[config.mk]
export PLATFORM = sky130hd
export DESIGN_NAME = ahb_bram_bridge_flat
export DESIGN_NICKNAME = d
export VERILOG_FILES = /design/src/rtl/ahb_bram_bridge_if.sv /design/src/rtl/ahb_bram_bridge.sv /design/src/flat_wrapper.sv
export SDC_FILE = /design/constraint.sdc
export NUM_CORES = 1
export LEC_CHECK = 0
export CAP_MARGIN = 30
export CORE_AREA = 2 2 81 83
export CTS_CLUSTER_DIAMETER = 200
export CTS_CLUSTER_SIZE = 8
export DETAILED_ROUTE_END_ITERATION = 12
export DIE_AREA = 0 0 83 85
export PLACE_DENSITY = 0.8
export SETUP_SLACK_MARGIN = 0.05
export SLEW_MARGIN = 20
export SYNTH_ARGS = -nofsm -noshare
export SYNTH_HDL_FRONTEND = slang
export SYNTH_SLANG_ARGS = --single-unit
[constraint.sdc]
create_clock -name clk -period 2.5 [get_ports clk]
set_clock_uncertainty 0.2 [all_clocks]
set_input_delay 0.25 -clock clk [delete_from_list [all_inputs] [get_ports clk]]
set_output_delay 0.25 -clock clk [all_outputs]
set_load 0.01 [all_outputs]
[src/rtl/ahb_bram_bridge_if.sv]
// -----------------------------------------------------------------------------
// ahb_bram_bridge_if
// AHB-Lite signal bundle between a bus master (or bus fabric) and the
// ahb_bram_bridge slave.
//
// Handshake: a transfer is accepted in the address phase when
// HSEL & HREADY & HTRANS[1] are all high at a rising clock edge. Its data
// phase then lasts until the first rising edge at which HREADY is high. The
// slave stretches a data phase by holding HREADYOUT low. HREADY is the
// bus-wide ready; with a single slave it simply mirrors HREADYOUT.
//
// Signals
//   HSEL, HADDR, HTRANS, HSIZE, HWRITE, HWDATA, HREADY : master -> slave
//   HREADYOUT, HRDATA, HRESP                           : slave  -> master
// -----------------------------------------------------------------------------
interface ahb_bram_bridge_if;
   logic        HSEL;
   logic [31:0] HADDR;
   logic [1:0]  HTRANS;
   logic [2:0]  HSIZE;
   logic        HWRITE;
   logic [31:0] HWDATA;
   logic        HREADY;
   logic        HREADYOUT;
   logic [31:0] HRDATA;
   logic        HRESP;

   modport master (
      output HSEL, HADDR, HTRANS, HSIZE, HWRITE, HWDATA, HREADY,
      input  HREADYOUT, HRDATA, HRESP
   );

   modport slave (
      input  HSEL, HADDR, HTRANS, HSIZE, HWRITE, HWDATA, HREADY,
      output HREADYOUT, HRDATA, HRESP
   );
endinterface

[src/rtl/ahb_bram_bridge.sv]
// -----------------------------------------------------------------------------
// ahb_bram_bridge
// AHB-Lite slave in front of a single-port, byte-write BRAM. Address-phase
// byte strobes and word address are registered and applied in the write data
// phase. Reads present HADDR to the RAM combinationally in the address phase
// so the registered RAM output arrives in the data phase with no wait. A read
// whose address phase coincides with a write data phase is held for exactly
// one wait state (state RDW) while it reuses the now-free RAM port.
//
// Optional build macro: AHB_BRAM_ERR_EN
//   When defined, out-of-range (word address >= SIZE), oversized (HSIZE > 2)
//   and misaligned transfers get a two-cycle ERROR response and never write
//   the RAM. When undefined, HRESP is tied low and upper address bits alias.
//
// Ports
//   clk, rst_n  : clock (rising edge), asynchronous active-low reset
//   ahb         : AHB-Lite slave modport (HSEL..HWDATA in, HREADYOUT/HRDATA/HRESP out)
//   ram_we      : per-byte write enable, nonzero only in the write data phase
//   ram_addr    : RAM word address
//   ram_din     : RAM write data (HWDATA passed through)
//   ram_dout    : RAM registered read data
//   o_state     : current FSM state, for observation only
// -----------------------------------------------------------------------------
module ahb_bram_bridge #(
   parameter int ADDR_WIDTH = 12,
   parameter int SIZE       = 1024
) (
   input  logic                  clk,
   input  logic                  rst_n,
   ahb_bram_bridge_if.slave      ahb,
   output logic [3:0]            ram_we,
   output logic [ADDR_WIDTH-1:0] ram_addr,
   output logic [31:0]           ram_din,
   input  logic [31:0]           ram_dout,
   output logic [2:0]            o_state
);

   typedef enum logic [2:0] {
      S_IDLE = 3'd0,
      S_WR   = 3'd1,
      S_RD   = 3'd2,
      S_RDW  = 3'd3,
      S_ERR1 = 3'd4,
      S_ERR2 = 3'd5
   } state_t;

   state_t                r_state;
   state_t                w_nxt;
   logic [ADDR_WIDTH-1:0] r_addr;
   logic [3:0]            r_strb;
   logic                  w_acc;
   logic                  w_err;
   logic [3:0]            w_strb;
   logic                  w_unused;

   assign w_acc    = ahb.HSEL & ahb.HREADY & ahb.HTRANS[1];
   assign w_unused = ^{ahb.HTRANS[0], ahb.HADDR[31:ADDR_WIDTH+2]};
   assign o_state  = r_state;

   // Byte lanes touched by the transfer; unaligned halfwords/words keep the
   // fixed masks rather than faulting.
   always_comb begin
      w_strb = 4'b1111;
      case (ahb.HSIZE)
         3'd0:    w_strb = 4'b0001 << ahb.HADDR[1:0];
         3'd1:    w_strb = 4'b0011 << {ahb.HADDR[1], 1'b0};
         default: w_strb = 4'b1111;
      endcase
   end

`ifdef AHB_BRAM_ERR_EN
   // Range check uses the full byte address so aliased addresses are caught.
   logic [31:0] w_word;
   assign w_word = {2'b00, ahb.HADDR[31:2]};

   always_comb begin
      w_err = 1'b0;
      if (w_word >= 32'(SIZE))                               w_err = 1'b1;
      if (ahb.HSIZE > 3'd2)                                  w_err = 1'b1;
      if ((ahb.HSIZE == 3'd1) && ahb.HADDR[0])               w_err = 1'b1;
      if ((ahb.HSIZE == 3'd2) && (ahb.HADDR[1:0] != 2'b00))  w_err = 1'b1;
   end
`else
   localparam int SIZE_UNUSED = SIZE;
   assign w_err = 1'b0;
`endif

   // State register
   always_ff @(posedge clk or negedge rst_n) begin
      if (!rst_n) begin
         r_state <= S_IDLE;
      end else begin
         r_state <= w_nxt;
      end
   end

   // Address-phase capture. In WR this overwrites the write address at the
   // same edge the write completes, so the stalled read finds its own address.
   always_ff @(posedge clk or negedge rst_n) begin
      if (!rst_n) begin
         r_addr <= '0;
         r_strb <= 4'b0000;
      end else if (w_acc) begin
         r_addr <= ahb.HADDR[ADDR_WIDTH+1:2];
         r_strb <= w_strb;
      end
   end

   // Next-state logic
   always_comb begin
      w_nxt = r_state;
      case (r_state)
         S_IDLE, S_RD, S_ERR2: begin
            if (!w_acc)          w_nxt = S_IDLE;
            else if (w_err)      w_nxt = S_ERR1;
            else if (ahb.HWRITE) w_nxt = S_WR;
            else                 w_nxt = S_RD;
         end
         S_WR: begin
            // The RAM port is busy with the write, so a read must wait.
            if (!w_acc)          w_nxt = S_IDLE;
            else if (w_err)      w_nxt = S_ERR1;
            else if (ahb.HWRITE) w_nxt = S_WR;
            else                 w_nxt = S_RDW;
         end
         S_RDW:   w_nxt = S_RD;
         S_ERR1:  w_nxt = S_ERR2;
         default: w_nxt = S_IDLE;
      endcase
   end

   // Output logic
   always_comb begin
      ahb.HREADYOUT = 1'b1;
      ahb.HRESP     = 1'b0;
      ahb.HRDATA    = 32'h0000_0000;
      ram_we        = 4'b0000;
      ram_addr      = ahb.HADDR[ADDR_WIDTH+1:2];
      ram_din       = ahb.HWDATA;
      case (r_state)
         S_WR: begin
            ram_we   = r_strb;
            ram_addr = r_addr;
         end
         S_RDW: begin
            ram_addr      = r_addr;
            ahb.HREADYOUT = 1'b0;
         end
         S_RD: begin
            ahb.HRDATA = ram_dout;
         end
`ifdef AHB_BRAM_ERR_EN
         S_ERR1: begin
            ahb.HREADYOUT = 1'b0;
            ahb.HRESP     = 1'b1;
         end
         S_ERR2: begin
            ahb.HRESP = 1'b1;
         end
`endif
         default: ;
      endcase
   end

endmodule

[src/flat_wrapper.sv]
// flat-port wrapper written by rule: the top's interface ports become plain ports
module ahb_bram_bridge_flat 
#(
   parameter int ADDR_WIDTH = 12,
   parameter int SIZE       = 1024
)
  (clk, rst_n, ram_we, ram_addr, ram_din, ram_dout, o_state, ahb_HSEL, ahb_HADDR, ahb_HTRANS, ahb_HSIZE, ahb_HWRITE, ahb_HWDATA, ahb_HREADY, ahb_HREADYOUT, ahb_HRDATA, ahb_HRESP);
  ahb_bram_bridge_if ahb_i ();
  input  logic clk;
  input  logic rst_n;
  output logic [3:0] ram_we;
  output logic [ADDR_WIDTH-1:0] ram_addr;
  output logic [31:0] ram_din;
  input  logic [31:0] ram_dout;
  output logic [2:0] o_state;
  input wire logic [$bits(ahb_i.HSEL)-1:0] ahb_HSEL;
  input wire logic [$bits(ahb_i.HADDR)-1:0] ahb_HADDR;
  input wire logic [$bits(ahb_i.HTRANS)-1:0] ahb_HTRANS;
  input wire logic [$bits(ahb_i.HSIZE)-1:0] ahb_HSIZE;
  input wire logic [$bits(ahb_i.HWRITE)-1:0] ahb_HWRITE;
  input wire logic [$bits(ahb_i.HWDATA)-1:0] ahb_HWDATA;
  input wire logic [$bits(ahb_i.HREADY)-1:0] ahb_HREADY;
  output wire logic [$bits(ahb_i.HREADYOUT)-1:0] ahb_HREADYOUT;
  output wire logic [$bits(ahb_i.HRDATA)-1:0] ahb_HRDATA;
  output wire logic [$bits(ahb_i.HRESP)-1:0] ahb_HRESP;
  assign ahb_i.HSEL = ahb_HSEL;
  assign ahb_i.HADDR = ahb_HADDR;
  assign ahb_i.HTRANS = ahb_HTRANS;
  assign ahb_i.HSIZE = ahb_HSIZE;
  assign ahb_i.HWRITE = ahb_HWRITE;
  assign ahb_i.HWDATA = ahb_HWDATA;
  assign ahb_i.HREADY = ahb_HREADY;
  assign ahb_HREADYOUT = ahb_i.HREADYOUT;
  assign ahb_HRDATA = ahb_i.HRDATA;
  assign ahb_HRESP = ahb_i.HRESP;
  ahb_bram_bridge #(.ADDR_WIDTH(ADDR_WIDTH), .SIZE(SIZE)) u_core (.clk(clk), .rst_n(rst_n), .ahb(ahb_i), .ram_we(ram_we), .ram_addr(ram_addr), .ram_din(ram_din), .ram_dout(ram_dout), .o_state(o_state));
endmodule
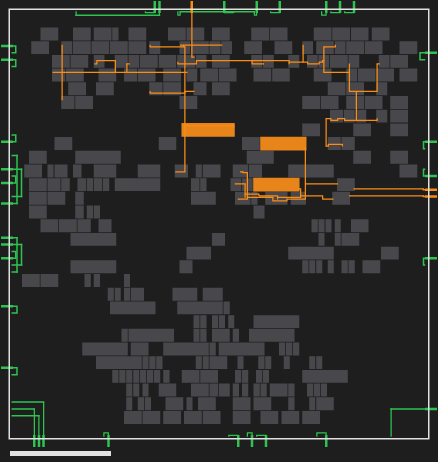
Figure 1: run 1, nets reached from selected ports.
The bar under the picture is 20 um long.
o_state -> orange  # bits 3, direction output, edge 2 right, 1 top, end cells 3, buffers 3, wire 306 um
ram_din -> green  # bits 32, direction output, edge 11 left, 8 bottom, 8 top, 5 right, end cells 0, buffers 0, wire 172 um

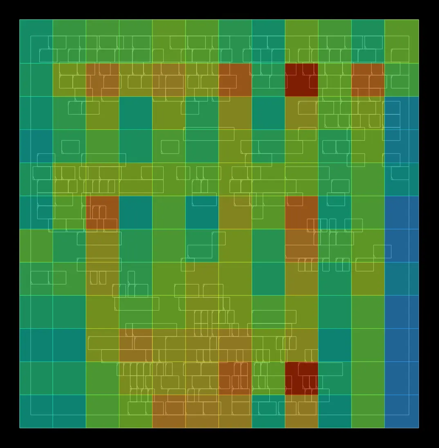
Figure 2: run 1, routing congestion map.
gr busiest metal: met2
met1 GRT Util: 15.7%
Total GRT Usage: 12.2%
per-cell routed wire length: 13.3 um
met2 global-route usage: 20.4%

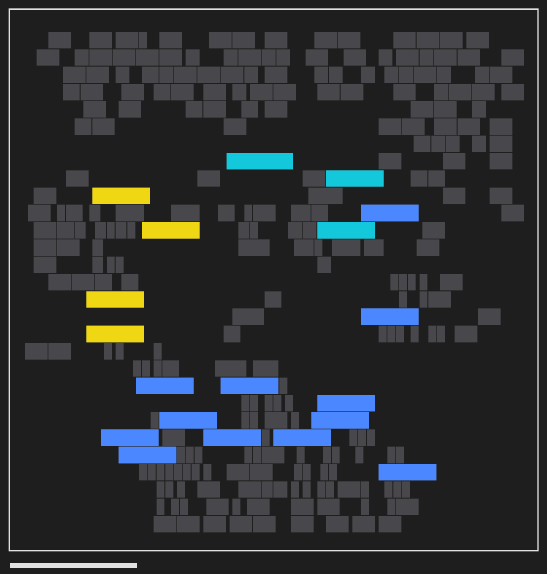
Figure 3: run 1, register map, names as in the netlist.
The bar under the picture is 20 um long. Other cells in gray.
u_core.o_state -> cyan  # placed flops 3
u_core.r_strb -> yellow  # placed flops 4, where middle left
u_core.r_addr -> blue  # placed flops 12, where bottom center

==> flow report, run 1 <==
SYNTHESIS
---------------------------------------------------------------------------------
Cell types with the largest area share after synthesis ............. dfrtp_1 (32%), nand2_1 (18%), buf_4 (17%), and3_1 (10%), and3_2 (4.5%)
Area fraction in and, or, nand and nor cells after synthesis .......        40.4%
Cells after synthesis ..............................................          201
Proportion of synthesized area in mux cells ........................           0%
Synthesized chip area reported by yosys ............................    1510 um^2
Top logic family ................................................... simple AND/OR/NAND/NOR gates
Flip-flop and latch count after synthesis ..........................           19
Synthesized area per cell ..........................................    7.49 um^2
Post-synth net total ...............................................          307
Cell count in the Yosys report .....................................          201
Portion of synthesized cell area occupied by the leading cell type .        31.6%
Netlist area before placement ......................................    1510 um^2
Synth Area in Compound Gates .......................................        4.49%
Xor/xnor share of the synthesized area .............................           0%
Total number of yosys warnings .....................................            0

GLOBAL ROUTING
---------------------------------------------------------------------------------
Overall overflow remaining after global route ......................            0
Maximum number of pins on one net before global-route repair .......           35
Met3 track demand over resource ....................................        2.33%

DIE
---------------------------------------------------------------------------------
Floorplan row count ................................................           29
Chip Width .........................................................        83 um
Chip Footprint .....................................................    7060 um^2
Starting Density ...................................................        24.3%
Placeable core region ..............................................    6200 um^2
Top Ports ..........................................................          191

CLOCK TREE
---------------------------------------------------------------------------------
Root buffer selected by CTS ........................................     clkbuf_8
Clock Sink Count ...................................................           19
CTS Hold Buffers Added .............................................            0
Clk ins delay skew pair ............................................       250 ps
Number of buffers created by CTS ...................................            3
Clock tree from TritonCTS ..........................................          yes
Buffers from clock root to sink, at most ...........................            2

ROUTE
---------------------------------------------------------------------------------
Count of vias placed by the detailed router ........................         1474
Uppermost layer routed .............................................         met4
Average via count per standard cell ................................         4.24
First-pass iteration count of the detailed router ..................            4
Detail Route met3 WL ...............................................       185 um
Total routed wirelength ............................................      4.63 mm
Number of DRC violations after detailed-routing iteration 0 ........           50

WORST SETUP PATH
---------------------------------------------------------------------------------
Slowest Stage Delay on Critical Path ...............................       540 ps
Maximum fanout encountered on the critical timing path .............           32
R2R setup slack ....................................................       920 ps
Family with the most delay on the worst path ....................... buffers and inverters
Worst setup EP type ................................................   output pin
Cell chain of the critical path .................................... nor2_2 > buf_8 > and3_1 > clkdlybuf4s50_1
Type of origin of the critical path ................................    flip-flop
Type of the worst setup path ....................................... flip-flop to output pin
Crit path DAT ......................................................      1860 ps
Cell with the biggest individual delay on the critical path ........ clkdlybuf4s50_1
Reg-to-reg startpoint .............................................. u_core.o_state[1]$_DFF_PN0_

FINAL LAYOUT
---------------------------------------------------------------------------------
Tally of non-filler cells in the final layout ......................          348
Commonest non-fill, non-tap cells in the layout .................... clkdlybuf4s50_1 (106), nand2_1 (74), and3_1 (24)
Highest-count logic cell in the final layout ....................... clkdlybuf4s50_1
Synth-to-Final Area Change .........................................        61.0%

WORST HOLD PATH
---------------------------------------------------------------------------------
Kind of path behind the tightest hold check ........................ primary input to async pin

TIMING
---------------------------------------------------------------------------------
Worst hold slack across all endpoints ..............................       109 ps
Setup TNS after final layout .......................................         0 ps
Final number of hold-violating endpoints ...........................            0
Slew of the pin with the lowest slew margin ........................       512 ps
Total count of max-transition violations in the final report .......            0
Final worst setup slack ............................................       186 ps
Period utilisation layout ..........................................        92.5%

POWER
---------------------------------------------------------------------------------
Share of total power in sequential cells ...........................        42.4%
Switching Fraction .................................................        28.1%
Leakage power ......................................................      1.15 nW
Power density relative to cell area ................................  361 nW/um^2
Internal power summed over all cells ...............................       630 uW
Portion of total power attributed to the clock network .............        25.4%
Net switching power ................................................       246 uW
Peak supply drop ...................................................     0.162 mV

RUN STATUS
---------------------------------------------------------------------------------
Result of the run ..................................................    completed

PLACED DESIGN
---------------------------------------------------------------------------------
Placer Congestion ..................................................        0.661
Hpwl dp ............................................................      3.60 mm
Setup slack after placement ........................................       343 ps
Port Buf Inserts ...................................................          106

FLOW RUN
---------------------------------------------------------------------------------
Number of violations of the max-capacitance limit ..................            0

## run 1: power groups by stage
stage	Sequential, mW	Combinational, mW	Clock, mW
2_1_floorplan	0.370	0.168	0
3_3_place_gp	0.375	0.275	0
3_5_place_dp	0.377	0.280	0
4_1_cts	0.371	0.281	0.226
5_1_grt	0.377	0.309	0.247
6_report	0.371	0.282	0.223
## run 1: cell usage after synthesis (2+ instances only)
master and instances:
nor2_1 5, and3_2 9, nand2b_1 2, nand2_1 74, nor3b_1 2, buf_2 3, clkbuf_1 2, a21oi_1 4
dfrtp_1 19, o21ai_0 2, o21bai_1 2, nor3b_2 3, buf_4 35, buf_6 5, and3_1 24
## run 1: kinds of logic after synthesis
logic type / count (synthesis)
simple gates: 123
buf+inv: 47
flops: 19
compound gates: 11
other cells: 1
## run 1: worst max-delay path by stage
stage | from | to | cells after the start
final | u_core.o_state[0]$_DFF_PN0_ | ahb_HRDATA[16] | 4
after global routing | u_core.o_state[0]$_DFF_PN0_ | ahb_HRDATA[16] | 4
after CTS | u_core.o_state[2]$_DFF_PN0_ | ram_addr[4] | 5
after detailed placement | u_core.o_state[1]$_DFF_PN0_ | ram_we[1] | 3
after global placement | u_core.o_state[1]$_DFF_PN0_ | ram_we[3] | 3
after floorplan | u_core.o_state[2]$_DFF_PN0_ | ram_we[1] | 3
## run 1: final cells by class
class / instances / area, um^2
multi-input cells: 135 / 683
inverters: 1 / 3.75
clock inverters: 1 / 5.00
clock buffers: 3 / 41.3
repair buffers: 112 / 1120
fillers: 612 / 3780
well taps: 77 / 96.3
flip-flops and latches: 19 / 479
## run 1: state kept, by name, summed over array words and instances, names as in the netlist
signal          cells
u_core.r_addr      12
u_core.o_state      3
u_core.r_strb       4
==> inputs of run 2 (changes only) <==
CAP_MARGIN = 0   (was 30)
CTS_CLUSTER_DIAMETER = default   (was 200)
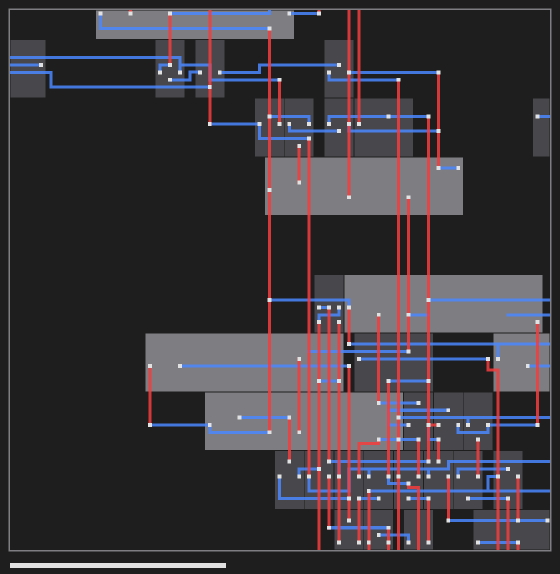
Figure 4: run 2, a small window of the routed layout.
The bar under the picture is 10 um long. Window x 8 to 33, y 9 to 34 um. Cells in gray, sequential cells in the stronger gray; small squares are vias.
met1 -> blue
met2 -> red
cells with their middle in the window = 28
most frequent = nand2_1 (21), dfrtp_1 (4), clkdlybuf4s50_1 (2)
sequential cells in the window = 4
netlist names of flops here include = u_core.r_addr (4)

==> run 2 against run 1 <==
Area after synthesis did not move. Combinational power about the same. Core utilization fell by 0.18 points. Worst hold slack better by 170 ps. Via count shrank 0.14%. First-iteration DRC count fell by 16%. Non-clock buffer count fell by 1. Critical path depth unchanged. Cell count shrank 0.29%. Critical path type unchanged.
==> flow report, run 2 <==
RUN STATUS
---------------------------------------------------------------------------------
Result of the run ..................................................    completed   unchanged

SYNTHESIS
---------------------------------------------------------------------------------
Total number of yosys warnings .....................................            0   unchanged
Flip-flop and latch count after synthesis ..........................           19   unchanged
Synthesized area per cell ..........................................    7.49 um^2   unchanged
Leading post-synthesis cells by instance count ..................... nand2_1 (74), buf_4 (35), and3_1 (24)   unchanged
Most used standard cell by instance count after synthesis ..........      nand2_1   unchanged
Netlist area before placement ......................................    1510 um^2   unchanged
Fraction of registers with async set/reset .........................         100%   unchanged
Cell count in the Yosys report .....................................          201   unchanged
Post-synth top flop ................................................      dfrtp_1   unchanged
Portion of synthesized cell area occupied by the leading cell type .        31.6%   unchanged
Cells after synthesis ..............................................          201   unchanged
Synthesized chip area reported by yosys ............................    1510 um^2   unchanged
Post-synth cell types ..............................................           25   unchanged
Cell types with the largest area share after synthesis ............. dfrtp_1 (32%), nand2_1 (18%), buf_4 (17%), and3_1 (10%), and3_2 (4.5%)   unchanged
Proportion of synthesized chip area in sequential cells ............        31.6%   unchanged
Post-synth net total ...............................................          307   unchanged
Cell accounting for the most synthesized area ......................      dfrtp_1   unchanged
Count of flip-flops with a built-in enable after synthesis .........            0   unchanged

FINAL LAYOUT
---------------------------------------------------------------------------------
MI comb area .......................................................     683 um^2   unchanged
Reg area ...........................................................     479 um^2   unchanged
Top register by number of flip-flops ............................... u_core.r_addr   unchanged
Share of cells above drive strength 1 ..............................        9.63%   was 9.96%
Final standard cell utilization of the core ........................        38.9%   was 39.1%
Net count of the finished layout ...................................          377   was 378
Synth-to-Final Area Change .........................................        60.3%   was 61.0%
Commonest non-fill, non-tap cells in the layout .................... clkdlybuf4s50_1 (106), nand2_1 (74), and3_1 (24)   unchanged
Tally of filler cells in the layout ................................          612   unchanged
ANT cells ..........................................................            0   unchanged
Tally of non-filler cells in the final layout ......................          347   was 348
Highest-count logic cell in the final layout ....................... clkdlybuf4s50_1   unchanged
Area of all placed cells without fillers ...........................    2410 um^2   was 2430 um^2
Number of flip-flops under the largest register name ...............           12   unchanged

FLOW RUN
---------------------------------------------------------------------------------
Number of violations of the max-capacitance limit ..................            0   unchanged
Tool warnings ......................................................           46   unchanged

WORST SETUP PATH
---------------------------------------------------------------------------------
Type of origin of the critical path ................................    flip-flop   unchanged
Crit path DAT ......................................................      1870 ps   was 1860 ps
Worst setup EP type ................................................   output pin   unchanged
Reg-to-reg startpoint .............................................. u_core.o_state[1]$_DFF_PN0_   unchanged
Depth of the most critical reg-to-reg path .........................            4   unchanged
Critical Path Sink ................................................. ahb_HRDATA[16]   unchanged
Family with the most delay on the worst path ....................... buffers and inverters   unchanged
Type of the worst setup path ....................................... flip-flop to output pin   unchanged
Cell chain of the critical path .................................... nor2_2 > buf_8 > and3_1 > clkdlybuf4s50_1   unchanged
Data required time at the worst endpoint ...........................      2050 ps   about the same
Cell with the biggest individual delay on the critical path ........ clkdlybuf4s50_1   unchanged
Slowest Stage Delay on Critical Path ...............................       540 ps   about the same
Crit Reg-Reg Endpoint .............................................. u_core.o_state[1]$_DFF_PN0_   unchanged
Worst setup path startpoint ........................................ u_core.o_state[0]$_DFF_PN0_   unchanged
Maximum fanout encountered on the critical timing path .............           32   unchanged
R2R setup slack ....................................................       930 ps   was 920 ps
Number of buffer and inverter stages on the critical path ..........            2   unchanged
Critical path depth ................................................            4   unchanged

GLOBAL ROUTING
---------------------------------------------------------------------------------
Vias in the first global route .....................................         1410   unchanged
Number of antenna violations at the first check in global routing ..            0   unchanged
Overall overflow remaining after global route ......................            0   unchanged
First-pass GRT wire length .........................................      7.15 mm   unchanged
Total GRT Usage ....................................................        12.2%   unchanged
Maximum number of pins on one net before global-route repair .......           35   unchanged

ROUTE
---------------------------------------------------------------------------------
Tally of nets with antenna violations remaining after routing ......            0   unchanged
Per-cell routed wire length ........................................      13.3 um   about the same
Number of DRC violations after detailed-routing iteration 0 ........           42   was 50
Count of vias placed by the detailed router ........................         1472   was 1474
# DRC ..............................................................            0   unchanged
Average via count per standard cell ................................         4.24   about the same
Total routed wirelength ............................................      4.62 mm   was 4.63 mm
First-pass iteration count of the detailed router ..................            4   unchanged

TIMING
---------------------------------------------------------------------------------
Period utilisation layout ..........................................        92.6%   was 92.5%
Final number of hold-violating endpoints ...........................            0   unchanged
Worst hold slack across all endpoints ..............................       278 ps   was 109 ps
Max_slew headroom ..................................................        39.1%   was 65.8%
Setup TNS after final layout .......................................         0 ps   unchanged
Maximum clock frequency ............................................    0.432 GHz   about the same
Total of endpoints with negative setup slack in the final report ...            0   unchanged
Slew of the pin with the lowest slew margin ........................       911 ps   was 512 ps
Final worst setup slack ............................................       185 ps   was 186 ps
Min Clock Period, post-route .......................................      2320 ps   was 2310 ps
Total count of max-transition violations in the final report .......            0   unchanged
Unrepaired setup endpoints after global routing ....................         true   unchanged

DIE
---------------------------------------------------------------------------------
Starting Density ...................................................        24.3%   unchanged
Chip Footprint .....................................................    7060 um^2   unchanged
Vert. Die Dim ......................................................        85 um   unchanged
Placeable core region ..............................................    6200 um^2   unchanged
Top Ports ..........................................................          191   unchanged
Chip Width .........................................................        83 um   unchanged
Floorplan row count ................................................           29   unchanged

POWER
---------------------------------------------------------------------------------
Design Power .......................................................       873 uW   was 876 uW
Peak supply drop ...................................................     0.162 mV   about the same
Power density relative to cell area ................................  362 nW/um^2   was 361 nW/um^2
Leakage power ......................................................      1.14 nW   was 1.15 nW

WORST HOLD PATH
---------------------------------------------------------------------------------
Start point of the worst hold path ................................. u_core.r_addr[4]$_DFFE_PN0P_
Kind of path behind the tightest hold check ........................ flip-flop to flip-flop   was primary input to async pin

CLOCK TREE
---------------------------------------------------------------------------------
Number of buffers created by CTS ...................................            3   unchanged
Htree depth ........................................................            1   unchanged
Clk slew on worst S/H paths ........................................        80 ps   about the same
Root buffer selected by CTS ........................................     clkbuf_8   unchanged
Post-CTS Repair Setup Buffers ......................................            0   unchanged
Buffers from clock root to sink, at most ...........................            2   unchanged
Clk ins delay skew pair ............................................       260 ps   was 250 ps
Clock Sink Count ...................................................           19   unchanged
Clock tree from TritonCTS ..........................................          yes   unchanged

PLACED DESIGN
---------------------------------------------------------------------------------
Cell total after placement .........................................          343   unchanged
Hpwl dp ............................................................      3.60 mm   unchanged
Placer Congestion ..................................................        0.661   unchanged
Setup slack after placement ........................................       343 ps   unchanged
Port Buf Inserts ...................................................          106   unchanged
Cell area after placement ..........................................    2350 um^2   unchanged

-- run 2: tightest hold or removal path: stages, from the launching register on --
cell and delay (ps):
dfrtp_1 350, nand2_1 50, nand2_1 50
-- run 2: routing by layer --
metal	routed length (um)	vias up	GRT usage, %	share of wire (%)
li1	-	749	-	-
met1	2090	679	15.7	45
met2	2280	34	20.4	49
met3	187	10	2.33	4.1
met4	59	0	4.62	1.3
met5	0	-	0	0
-- run 2: worst min-delay path by stage --
stage	slack [ps]	to	depth (start not counted)
2_1_floorplan	-250	u_core.o_state[0]$_DFF_PN0_	0
5_1_grt	300	ram_din[25]	0
4_1_cts	280	u_core.r_addr[11]$_DFFE_PN0P_	2
3_5_place_dp	260	u_core.r_addr[9]$_DFFE_PN0P_	2
6_report	280	u_core.r_addr[4]$_DFFE_PN0P_	2
3_3_place_gp	260	u_core.r_addr[10]$_DFFE_PN0P_	2
-- run 2: area by class of cell --
cell class / count / area share, %
clock buffer: 3 / 1.71
inverter: 1 / 0.155
sequential: 19 / 19.8
multi-input combinational: 135 / 28.3
timing repair buffer: 111 / 45.8
clock inverter: 1 / 0.207
tap: 77 / 3.99
-- run 2: kinds of logic after synthesis --
logic type	Yosys count	share of synthesized area, %
flip-flops	19	31.6
AND-OR/OR-AND	11	4.49
AND/OR/NAND/NOR	123	40.4
buffers and inverters	47	23.3
other	1	0.249
-- run 2: power breakdown --
part | internal (mW) | switching (mW) | total (mW) | leakage, nW
clock | 0.111 | 0.111 | 0.222 | 0.0255
combinational | 0.170 | 0.110 | 0.279 | 0.891
sequential | 0.347 | 0.0241 | 0.371 | 0.228
total | 0.628 | 0.245 | 0.873 | 1.14
-- run 2: repair_timing --
item,CTS,global route
endpoints found under the hold margin,0,0
resized,1,4
hold buffers,0,0
endpoints found under the setup margin,2,26
==> inputs of run 3 (changes only) <==
CAP_MARGIN = 20   (was 0)
SLEW_MARGIN = 10   (was 20)
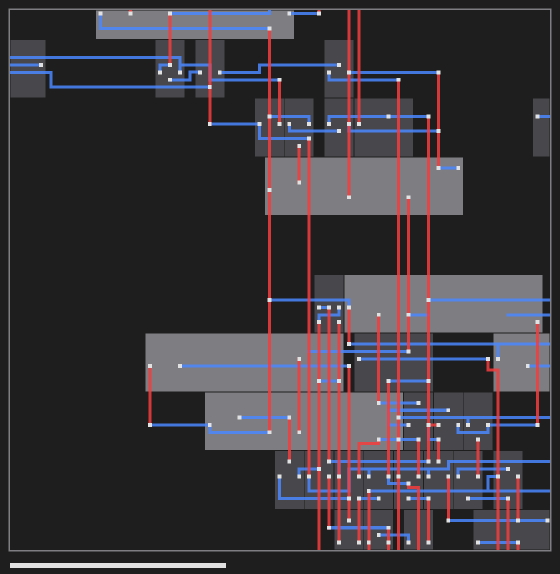
Figure 5: run 3, a small window of the routed layout.
The bar under the picture is 10 um long. Window x 8 to 33, y 9 to 34 um. Cells in gray, sequential cells in the stronger gray; small squares are vias.
met1 -> blue
met2 -> red
most frequent = nand2_1 (21), dfrtp_1 (4), clkdlybuf4s50_1 (2)
netlist names of flops here include = u_core.r_addr (4)
cells with their middle in the window = 28
sequential cells in the window = 4

==> run 3 against run 2 <==
Final area stayed put. Combinational power hardly changed. Core utilization stayed put. Critical path depth stayed put. First-iteration DRC count stayed put. Setup slack stayed put. Sequential cell count stayed put. Sequential power hardly changed. Clock power hardly changed. Sequential share of layout area stayed put. Critical endpoint unchanged. Largest cell class unchanged. Largest power group unchanged.
==> flow report, run 3 <==
RUN STATUS
---------------------------------------------------------------------------------
Result of the run ..................................................    completed   unchanged

ROUTE
---------------------------------------------------------------------------------
Tally of nets with antenna violations remaining after routing ......            0   unchanged
Per-cell routed wire length ........................................      13.3 um   unchanged
Count of vias placed by the detailed router ........................         1472   unchanged
Total routed wirelength ............................................      4.62 mm   unchanged
Uppermost layer routed .............................................         met4   unchanged
Detail Route met3 WL ...............................................       187 um   unchanged
Average via count per standard cell ................................         4.24   unchanged
# DRC ..............................................................            0   unchanged
First-pass iteration count of the detailed router ..................            4   unchanged
Post-Route M1 WL ...................................................      2.09 mm   unchanged
Number of DRC violations after detailed-routing iteration 0 ........           42   unchanged
Met2 layer wire length in the routed design ........................      2.28 mm   unchanged

WORST SETUP PATH
---------------------------------------------------------------------------------
Type of the worst setup path ....................................... flip-flop to output pin   unchanged
R2R setup slack ....................................................       930 ps   about the same
Maximum fanout encountered on the critical timing path .............           32   unchanged
Type of origin of the critical path ................................    flip-flop   unchanged
Data required time at the worst endpoint ...........................      2050 ps   about the same
Depth of the most critical reg-to-reg path .........................            4   unchanged
Crit Reg-Reg Endpoint .............................................. u_core.o_state[1]$_DFF_PN0_   unchanged
Reg-to-reg startpoint .............................................. u_core.o_state[1]$_DFF_PN0_   unchanged
Crit path DAT ......................................................      1870 ps   about the same
Worst setup EP type ................................................   output pin   unchanged

SYNTHESIS
---------------------------------------------------------------------------------
Flip-flop and latch count after synthesis ..........................           19   unchanged
Cell count in the Yosys report .....................................          201   unchanged
Post-synth cell types ..............................................           25   unchanged
Cell accounting for the most synthesized area ......................      dfrtp_1   unchanged
Synthesized chip area reported by yosys ............................    1510 um^2   unchanged
Proportion of synthesized chip area in sequential cells ............        31.6%   unchanged
Post-synth net total ...............................................          307   unchanged
Cells after synthesis ..............................................          201   unchanged
Fraction of registers with async set/reset .........................         100%   unchanged
Count of flip-flops with a built-in enable after synthesis .........            0   unchanged
Netlist area before placement ......................................    1510 um^2   unchanged
Portion of synthesized cell area occupied by the leading cell type .        31.6%   unchanged
Most used standard cell by instance count after synthesis ..........      nand2_1   unchanged
Total number of yosys warnings .....................................            0   unchanged
Synthesized area per cell ..........................................    7.49 um^2   unchanged
Post-synth top flop ................................................      dfrtp_1   unchanged
Leading post-synthesis cells by instance count ..................... nand2_1 (74), buf_4 (35), and3_1 (24)   unchanged
Cell types with the largest area share after synthesis ............. dfrtp_1 (32%), nand2_1 (18%), buf_4 (17%), and3_1 (10%), and3_2 (4.5%)   unchanged

TIMING
---------------------------------------------------------------------------------
Maximum clock frequency ............................................    0.432 GHz   unchanged
Period utilisation layout ..........................................        92.6%   unchanged
Final worst setup slack ............................................       185 ps   unchanged
Unrepaired setup endpoints after global routing ....................         true   unchanged
Min Clock Period, post-route .......................................      2320 ps   unchanged
Worst hold slack across all endpoints ..............................       278 ps   unchanged
Max_slew headroom ..................................................        39.1%   unchanged
Total count of max-transition violations in the final report .......            0   unchanged
Setup TNS after final layout .......................................         0 ps   unchanged
Final number of hold-violating endpoints ...........................            0   unchanged
Total of endpoints with negative setup slack in the final report ...            0   unchanged
Slew of the pin with the lowest slew margin ........................       911 ps   unchanged

GLOBAL ROUTING
---------------------------------------------------------------------------------
Number of antenna violations at the first check in global routing ..            0   unchanged
Total GRT Usage ....................................................        12.2%   unchanged
Overall overflow remaining after global route ......................            0   unchanged
First-pass GRT wire length .........................................      7.15 mm   unchanged
Maximum number of pins on one net before global-route repair .......           35   unchanged
Vias in the first global route .....................................         1410   unchanged

POWER
---------------------------------------------------------------------------------
Peak supply drop ...................................................     0.162 mV   unchanged
Design Power .......................................................       873 uW   unchanged
Power density relative to cell area ................................  362 nW/um^2   unchanged
Leakage power ......................................................      1.14 nW   unchanged

CLOCK TREE
---------------------------------------------------------------------------------
Buffers from clock root to sink, at most ...........................            2   unchanged
Post-CTS Repair Setup Buffers ......................................            0   unchanged
CTS Hold Buffers Added .............................................            0   unchanged
Clock tree from TritonCTS ..........................................          yes   unchanged
Cts repair resizes .................................................            1   unchanged
Clock Sink Count ...................................................           19   unchanged
Clk slew on worst S/H paths ........................................        80 ps   about the same
Clk ins delay skew pair ............................................       260 ps   about the same
Number of buffers created by CTS ...................................            3   unchanged
Htree depth ........................................................            1   unchanged
Root buffer selected by CTS ........................................     clkbuf_8   unchanged

PLACED DESIGN
---------------------------------------------------------------------------------
Port Buf Inserts ...................................................          106   unchanged
Cell total after placement .........................................          343   unchanged
Cell area after placement ..........................................    2350 um^2   unchanged
Placer Congestion ..................................................        0.661   unchanged
Hpwl dp ............................................................      3.60 mm   unchanged
Setup slack after placement ........................................       343 ps   unchanged

FINAL LAYOUT
---------------------------------------------------------------------------------
Final standard cell utilization of the core ........................        38.9%   unchanged
ANT cells ..........................................................            0   unchanged
Net count of the finished layout ...................................          377   unchanged
Share of cells above drive strength 1 ..............................        9.63%   unchanged
Area of all placed cells without fillers ...........................    2410 um^2   unchanged
Highest-count logic cell in the final layout ....................... clkdlybuf4s50_1   unchanged
Top register by number of flip-flops ............................... u_core.r_addr   unchanged
Tally of filler cells in the layout ................................          612   unchanged
Synth-to-Final Area Change .........................................        60.3%   unchanged
Number of flip-flops under the largest register name ...............           12   unchanged
Tally of non-filler cells in the final layout ......................          347   unchanged
Commonest non-fill, non-tap cells in the layout .................... clkdlybuf4s50_1 (106), nand2_1 (74), and3_1 (24)   unchanged

DIE
---------------------------------------------------------------------------------
Starting Density ...................................................        24.3%   unchanged
Vert. Die Dim ......................................................        85 um   unchanged
Floorplan row count ................................................           29   unchanged
Chip Footprint .....................................................    7060 um^2   unchanged
Top Ports ..........................................................          191   unchanged
Chip Width .........................................................        83 um   unchanged
Placeable core region ..............................................    6200 um^2   unchanged

WORST HOLD PATH
---------------------------------------------------------------------------------
Hold-critical path endpoint ........................................ u_core.r_addr[4]$_DFFE_PN0P_   unchanged
Worst Hold Depth ...................................................            2   unchanged
Start point of the worst hold path ................................. u_core.r_addr[4]$_DFFE_PN0P_   unchanged
Kind of path behind the tightest hold check ........................ flip-flop to flip-flop   unchanged

FLOW RUN
---------------------------------------------------------------------------------
Number of violations of the max-capacitance limit ..................            0   unchanged
Tool warnings ......................................................           46   unchanged

run 3: how the worst max path moves through the flow:
stage	start	cells past startpoint	slack, ps	end
after floorplan	u_core.o_state[2]$_DFF_PN0_	3	970	ram_we[1]
after global placement	u_core.o_state[1]$_DFF_PN0_	3	320	ram_we[3]
after detailed placement	u_core.o_state[1]$_DFF_PN0_	3	340	ram_we[1]
after CTS	u_core.o_state[2]$_DFF_PN0_	5	80	ram_addr[4]
after global routing	u_core.o_state[0]$_DFF_PN0_	4	50	ahb_HRDATA[16]
final	u_core.o_state[0]$_DFF_PN0_	4	180	ahb_HRDATA[16]
run 3: where the power goes:
| group | leakage (nW) | switching [mW] | internal [mW] |
|---|---|---|---|
| sequential | 0.228 | 0.0241 | 0.347 |
| combinational | 0.891 | 0.110 | 0.170 |
| clock | 0.0255 | 0.111 | 0.111 |
run 3: metal layers:
| metal | up-vias | global-route usage, % |
|---|---|---|
| li1 | 749 | - |
| met1 | 679 | 15.7 |
| met2 | 34 | 20.4 |
| met3 | 10 | 2.33 |
| met4 | 0 | 4.62 |
| met5 | - | 0 |
run 3: final cells by class:
class,count,area (um^2),share of cell area (%)
clock buffer,3,41.3,1.71
inverter,1,3.75,0.155
sequential,19,479,19.8
clock inverter,1,5.00,0.207
tap,77,96.3,3.99
timing repair buffer,111,1110,45.8
multi-input combinational,135,683,28.3
run 3: kinds of logic after synthesis:
family          Yosys count  share of synthesized area (%)
compound gates           11                           4.49
buf+inv                  47                           23.3
flops                    19                           31.6
other cells               1                          0.249
simple gates            123                           40.4
run 3: critical path: stages, from the launching register on:
cell	delay, ps
dfrtp_1	460
nor2_2	190
buf_8	190
and3_1	210
clkdlybuf4s50_1	540
Power figures rest on the tool's default switching activity, not on a simulated workload.
